**src/rtl/uart_tx_fifo.sv**
```systemverilog
// Byte FIFO feeding a UART transmitter: buffers core-side stores and issues one byte
// at a time over a wr_data/wr_en strobe interface, paced by the transmitter busy flag.
module uart_tx_fifo #(
    parameter int DEPTH  = 16,
    parameter int ADDR_W = 4
) (
    input  logic              clk,
    input  logic              rst_n,
    input  logic [7:0]        in_data,
    input  logic              in_valid,
    output logic              in_ready,
    input  logic              flush,
    output logic [7:0]        tx_data,
    output logic              tx_wr_en,
    input  logic              tx_busy,
    output logic [ADDR_W:0]   fifo_count,
    output logic              fifo_empty,
    output logic              fifo_full,
    output logic              overflow
);

    localparam logic [ADDR_W:0]   CNT_ONE  = (ADDR_W+1)'(1);
    localparam logic [ADDR_W:0]   CNT_FULL = (ADDR_W+1)'(DEPTH);
    localparam logic [ADDR_W-1:0] PTR_ONE  = ADDR_W'(1);

    typedef enum logic [1:0] {
        IDLE      = 2'd0,
        ISSUE     = 2'd1,
        WAIT_BUSY = 2'd2,
        WAIT_DONE = 2'd3
    } state_t;

    state_t            state, state_next;
    logic [7:0]        mem [DEPTH];
    logic [ADDR_W-1:0] wr_ptr, rd_ptr;
    logic              push, pop;

    assign fifo_empty = (fifo_count == '0);
    assign fifo_full  = (fifo_count == CNT_FULL);
    assign in_ready   = !fifo_full;

    // Readiness comes from registered full only, so a same-cycle pop never frees a slot.
    assign push = in_valid && !fifo_full && !flush;

    always_comb begin
        state_next = state;
        pop        = 1'b0;
        case (state)
            IDLE: begin
                if (!fifo_empty && !tx_busy && !flush) begin
                    pop        = 1'b1;
                    state_next = ISSUE;
                end
            end
            ISSUE:     state_next = WAIT_BUSY;
            WAIT_BUSY: if (tx_busy)  state_next = WAIT_DONE;
            WAIT_DONE: if (!tx_busy) state_next = IDLE;
            default:   state_next = IDLE;
        endcase
    end

    always_ff @(posedge clk or negedge rst_n) begin
        if (!rst_n) begin
            state    <= IDLE;
            tx_data  <= '0;
            tx_wr_en <= 1'b0;
        end else begin
            state    <= state_next;
            tx_wr_en <= pop;
            if (pop) tx_data <= mem[rd_ptr];
        end
    end

    always_ff @(posedge clk) begin
        if (push) mem[wr_ptr] <= in_data;
    end

    always_ff @(posedge clk or negedge rst_n) begin
        if (!rst_n) begin
            wr_ptr     <= '0;
            rd_ptr     <= '0;
            fifo_count <= '0;
            overflow   <= 1'b0;
        end else if (flush) begin
            wr_ptr     <= '0;
            rd_ptr     <= '0;
            fifo_count <= '0;
            overflow   <= 1'b0;
        end else begin
            if (push) wr_ptr <= wr_ptr + PTR_ONE;
            if (pop)  rd_ptr <= rd_ptr + PTR_ONE;
            if (in_valid && fifo_full) overflow <= 1'b1;
            case ({push, pop})
                2'b10:   fifo_count <= fifo_count + CNT_ONE;
                2'b01:   fifo_count <= fifo_count - CNT_ONE;
                default: fifo_count <= fifo_count;
            endcase
        end
    end

endmodule

```
**config.mk**
```make
export PLATFORM = sky130hd
export DESIGN_NAME = uart_tx_fifo
export DESIGN_NICKNAME = d
export VERILOG_FILES = /design/src/rtl/uart_tx_fifo.sv
export SDC_FILE = /design/constraint.sdc
export NUM_CORES = 1
export LEC_CHECK = 0
export CORE_AREA = 5 5 107 109
export DETAILED_ROUTE_END_ITERATION = 8
export DIE_AREA = 0 0 112 114
export HOLD_SLACK_MARGIN = 0.02
export PLACE_DENSITY = 0.82
export SYNTH_ARGS = -nofsm -noshare
export SYNTH_HDL_FRONTEND = slang
export SYNTH_SLANG_ARGS = --single-unit
```
**constraint.sdc**
```tcl
create_clock -name clk -period 7.1 [get_ports clk]
set_input_delay 1.42 -clock clk [delete_from_list [all_inputs] [get_ports clk]]
set_output_delay 1.42 -clock clk [all_outputs]
set_load 0.01 [all_outputs]
```
==> run_1/class_map.png <==
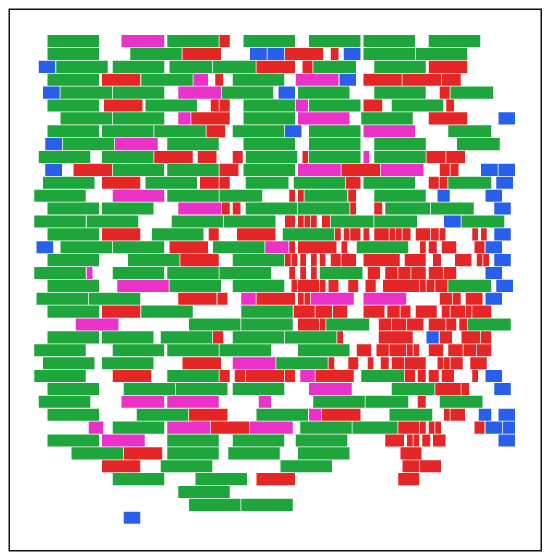
Key: remaining buffers and delay cells = blue [cells 34]; clock drivers and dummy loads = magenta [cells 32]; remaining logic cells = red [cells 197]; registers = green [cells 153]
CORE AREA: 10500 um^2
Placement Rows: 38
post-route design area: 7480 um^2
Final Core Density: 71.2%
fraction of area in registers: 59.8%

==> run_1/clock_nets.png <==
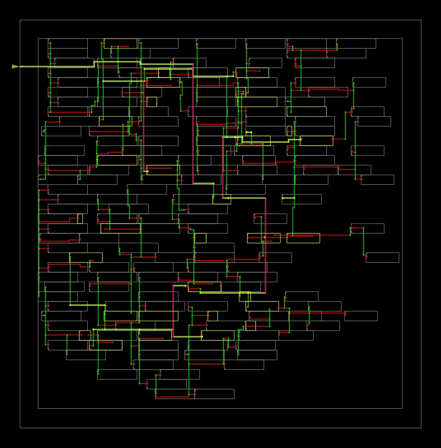
clk latency late pin: 0.53 ns
seq_cells: 153

==> results.ini, run 1 <==
[synthesis]
postSynthCellCount = 371
synthArstFlopShare_pct = 16.3
avgSynthCellArea_um2 = 17.4
yosysUniqueCellTypes = 54
synth_top_area_share_pct = 59.6
ys_sh_simple_pct = 5.00
synth_flop_count = 153
synth-edff-count = 128
aoi_share_pct = 6.42
ff_type = edfxtp_1
synth.top_cells.by_count = edfxtp_1 (128), mux4_2 (32), nor2_1 (29), dfrtp_1 (25), o22ai_1 (17)

[finish]
diodes = 0
nets = 427
layout-drive-gt1-share_pct = 21.9

[clock_tree]
tritoncts = yes
path_clk_slew_ns = 0.07
htree_levels = 4

[final_timing]
post-route-min-period_ns = 3.92
finalSetupTns_ns = 0
maxSlewHeadroom_pct = 34.7
fmax_ghz = 0.255
min_period_over_period_pct = 55.2
rsz0062_at_grt = no
final_max_slew_viol_count = 0

[grt]
grt_pass1_wl_um = 20600
grt.busiest_layer = met2
grt_overflow = 0
grt_usage_pct = 22.0
grt_pass1_vias = 3666
grtUsageMet1_pct = 28.1

[flow_run]
warnings = 32

[pwr]
p_seq_mw = 1.05
max-vdd-ir-drop_v = 0.000181
p_sw_uw = 548
powerDensity_nw_per_um2 = 310
p_seq_share_pct = 45.5
switching_share_pct = 23.7

[route]
dr.pass1.iters = 5
routed_via_density = 6.39
routed_wl_um = 13100
num_vias = 3552
route.detailed.drc = 0

[place]
gp_congestion = 0.867

[status]
status = completed

[setup_path]
required_ns = 7.53
slowest_delay_ns = 0.79

[floorplanning]
ios = 31
dieWidth_um = 112

[min_path]
hp-class = flop to flop

==> run_1/clock_wires.png <==
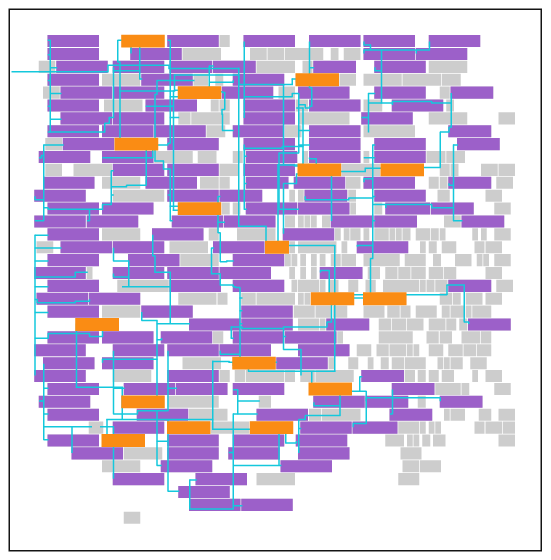
Key: flip-flops = purple [count 153]; clock-net drivers = orange [count 17]; clock wires = cyan [length 1650 um]
There are 18 routed clock nets.
clk_skew: 0.00739 ns
Clk. pwr: 966 uW
clock power share: 41.7%

==> run 1: worst max-delay path: cells and delay by family <==
family | cells | cell delay [ns]
xor gates and xnor gates | 1 | 0.12
AOI/OAI and AO/OA | 4 | 0.86
adders and majority gates | 1 | 0.25
buffers and inverters | 2 | 1.03
and+or+nand+nor | 2 | 0.49
muxes | 1 | 0.16
==> run 1: registers in the layout (all words and copies together) (netlist names) <==
signal	flops
mem	128
state	2
tx_data	8
rd_ptr	4
fifo_count	5
wr_ptr	4
tx_wr_en	1
overflow	1
==> run 1: routing by layer <==
layer / wire length, um / part of all wire, %
met5: 0 / 0
met4: 403 / 3.1
met3: 938 / 7.2
met2: 6600 / 50
met1: 5150 / 39
==> run 1: layout make-up <==
class	instances	area, um^2	area share [%]
multi-input combinational	187	1830	24.4
clock buffer	17	414	5.54
tap	140	175	2.34
clock inverter	15	223	2.98
inverter	10	37.5	0.502
sequential	153	4470	59.8
timing repair buffer	34	330	4.42
==> run 1: worst paths after layout <==
path	to	slack, ns	start	cells past startpoint
max	fifo_count[4]	3.18	flush	11
min	overflow	0.51	overflow	2
max reg2reg	fifo_count[4]	4.14	fifo_count[1]	9
min reg2reg	overflow	0.51	overflow	2
max in group asynchronous	rd_ptr[3]	5.54	rst_n	2
min in group asynchronous	fifo_count[2]	1.27	rst_n	2
==> run 1: cells by family (layout without fill, tap and decap cells) <==
family	count (synthesis)	after routing
XOR/XNOR	6	6
flip-flops	153	153
AND/OR/NAND/NOR	64	64
buffers and inverters	31	76
AND-OR/OR-AND	58	58
multiplexers	48	48
adder cells (fa/ha/maj)	11	11
==> run 1: placed cells by master (no fill, tap or decap), types with 2 or more instances in the layout <==
| master | count |
|---|---|
| nor3_2 | 2 |
| inv_6 | 3 |
| o211ai_4 | 2 |
| nand3_1 | 5 |
| clkinv_1 | 2 |
| inv_1 | 9 |
| o211ai_1 | 4 |
| dfrtp_1 | 23 |
| mux2i_1 | 5 |
| clkbuf_16 | 16 |
| mux4_2 | 32 |
| o31ai_1 | 2 |
| bufinv_16 | 5 |
| clkinvlp_4 | 4 |
| a31oi_1 | 2 |
| clkdlybuf4s50_1 | 30 |
| o22ai_1 | 17 |
| ha_1 | 11 |
| xor2_1 | 3 |
| nand2_1 | 10 |
| dfrtp_2 | 2 |
| nor2_1 | 29 |
| mux2_2 | 10 |
| nor2b_1 | 2 |
| buf_4 | 4 |
| a21oi_1 | 16 |
| edfxtp_1 | 128 |
| or3_1 | 2 |
| xnor2_1 | 3 |
| nand3b_1 | 2 |
| or2_2 | 2 |
| a211oi_1 | 2 |
==> run 1: stage by stage <==
stage | std cells | instance area, um^2 | setup slack, ns | util, % | hold WS (ns)
3_5_place_dp | 524 | 6840 | 2.73 | 65.1 | 0.499
4_1_cts | 556 | 7480 | 3.22 | 71.2 | 0.513
6_report | 556 | 7480 | 3.18 | 71.2 | 0.513
2_1_floorplan | 371 | 6450 | 3.91 | - | 0.529
3_3_place_gp | 524 | 6840 | 2.84 | 65.1 | 0.496
5_1_grt | 556 | 7480 | 2.97 | 71.2 | 0.560
==> run 1 -> run 2 <==
==> config.mk (replaced) <==
export PLATFORM = sky130hd
export DESIGN_NAME = uart_tx_fifo
export DESIGN_NICKNAME = d
export VERILOG_FILES = /design/src/rtl/uart_tx_fifo.sv
export SDC_FILE = /design/constraint.sdc
export NUM_CORES = 1
export LEC_CHECK = 0
export CORE_AREA = 5 5 116 118
export DETAILED_ROUTE_END_ITERATION = 8
export DIE_AREA = 0 0 121 123
export HOLD_SLACK_MARGIN = 0.02
export PLACE_DENSITY = 0.74
export SYNTH_ARGS = -nofsm -noshare
export SYNTH_HDL_FRONTEND = slang
export SYNTH_SLANG_ARGS = --single-unit
==> constraint.sdc (replaced) <==
create_clock -name clk -period 3.2 [get_ports clk]
set_input_delay 0.64 -clock clk [delete_from_list [all_inputs] [get_ports clk]]
set_output_delay 0.64 -clock clk [all_outputs]
set_load 0.01 [all_outputs]
==> run_2/ff_map.png <==
The bar under the picture is 20 um long. Other sequential cells in the stronger gray, the rest of the logic in the fainter gray.
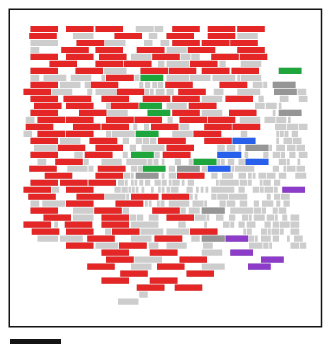
Key: `fifo_count` = purple [placed flops 5, where bottom right]; `rd_ptr` = blue [placed flops 4, where right middle]; `tx_data` = green [placed flops 8]; `mem` = red [placed flops 128]
Another 8 sequential cells are not colored.
register area: 4470 um^2
Final Core Density: 62.0%

==> run_2/sizing.png <==
The bar under the picture is 20 um long.
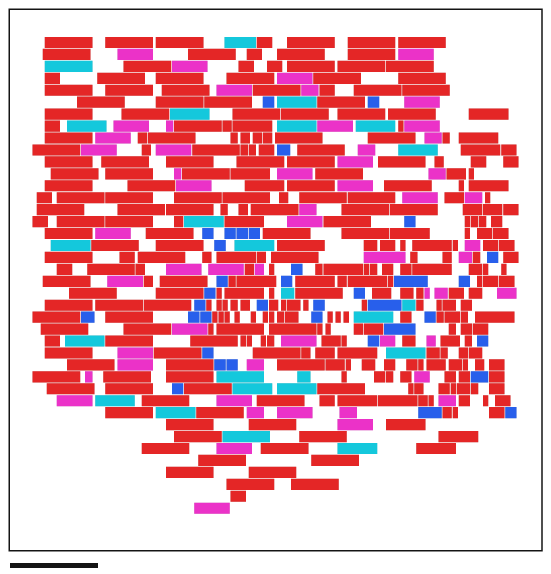
Key: x6 and larger = cyan [cells 24]; x2 = magenta [cells 55]; x1 and smaller = red [cells 324]; x3 and x4 = blue [cells 36]
post-route design area: 7670 um^2
setup ws final: 0.215 ns
Area growth, synth to finish: 18.9%
Buffers, non-clock: 57

==> results.ini, run 2 <==
[status]
status = completed  ; unchanged

[flow_run]
warnings = 32  ; unchanged

[finish]
largest_reg_flops = 128  ; unchanged
layout_top_cell = edfxtp_1  ; unchanged
largest-register = mem  ; unchanged
diodes = 0  ; unchanged

[synthesis]
ff_type = edfxtp_1  ; unchanged
yosysUniqueCellTypes = 54  ; unchanged

[route]
routed_via_density = 5.78  ; was 6.39
dr.pass1.iters = 4  ; was 5
route.detailed.drc = 0  ; unchanged

[min_path]
hp-class = flop to flop  ; unchanged
hold_path_depth = 2  ; unchanged

[pwr]
clockPowerShare_pct = 40.3  ; was 41.7%
max-vdd-ir-drop_v = 0.000559  ; was 0.000181 V
p_sw_mw = 1.23  ; was 548 uW

[final_timing]
finClkSkew_ns = 0.00671  ; was 0.00739 ns
finalSetupTns_ns = 0  ; unchanged
post-route-min-period_ns = 2.98
rsz0062_at_grt = no  ; unchanged
finalHoldWorstSlack_ns = 0.516  ; was 0.513 ns

[place]
gp_congestion = 0.912  ; was 0.867

[floorplanning]
ios = 31  ; unchanged
row_count = 41  ; was 38

[clock_tree]
worstSkewPairLatency_ns = 0.42  ; was 0.53 ns

[setup_path]
ff2ff_setup_slack_ns = 0.22  ; was 4.14 ns
r2r_cells = 9  ; unchanged

## run 2: critical path: stages, from the launching register on
cell	delay, ns
dfrtp_1	0.49
or4_4	0.72
o21ai_2	0.27
a21oi_1	0.11
xor2_1	0.16
ha_1	0.24
o31ai_1	0.36
nand3b_1	0.15
mux2i_1	0.15
a211oi_1	0.24
## run 2: per-stage QoR
stage | setup WS [ns] | instances
after floorplan | 0.528 | 371
after global placement | 0.292 | 579
after detailed placement | 0.109 | 579
after CTS | 0.240 | 611
after global routing | 0.0910 | 611
final | 0.215 | 611
## run 2: cells by family (layout without fill, tap and decap cells)
logic type / count (synthesis) / after routing / synth area share (%)
multiplexers: 48 / 48 / 13.9
buffers and inverters: 31 / 99 / 2.41
AND/OR/NAND/NOR: 64 / 64 / 5.00
adder cells (fa/ha/maj): 11 / 11 / 2.13
AND-OR/OR-AND: 58 / 58 / 6.42
flip-flops: 153 / 153 / 69.3
XOR/XNOR: 6 / 6 / 0.815
## run 2: layout make-up
| class | instances | share of cell area [%] |
|---|---|---|
| flip-flops and latches | 153 | 58.3 |
| multi-input cells | 187 | 23.9 |
| repair buffers | 57 | 6.72 |
| clock buffers | 17 | 5.55 |
| well taps | 172 | 2.81 |
| clock inverters | 15 | 2.28 |
| inverters | 10 | 0.489 |
## run 2: final timing paths
| kind | start | endpoint |
|---|---|---|
| max | fifo_count[1] | fifo_count[4] |
| max reg2reg | fifo_count[1] | fifo_count[4] |
| min | overflow | overflow |
| max in group asynchronous | rst_n | rd_ptr[1] |
| min reg2reg | overflow | overflow |
| min in group asynchronous | rst_n | fifo_count[2] |
## run 2: layer usage
| metal | track usage (%) | wire length, um | share of wire, % |
|---|---|---|---|
| met1 | 24.8 | 5590 | 42 |
| met2 | 32.8 | 6910 | 52 |
| met3 | 5.03 | 667 | 5.0 |
| met4 | 6.30 | 175 | 1.3 |
| met5 | 0 | 0 | 0 |
## run 2: power groups by stage
| stage | Combinational (mW) | Sequential, mW | Clock [mW] |
|---|---|---|---|
| after CTS | 0.664 | 2.34 | 2.06 |
| after global placement | 0.633 | 2.38 | 0 |
| after floorplan | 0.385 | 2.37 | 0 |
| after detailed placement | 0.655 | 2.38 | 0 |
| after global routing | 0.718 | 2.36 | 2.15 |
| final | 0.661 | 2.35 | 2.03 |
No activity file was given, so power comes from the tool's default toggle rates.
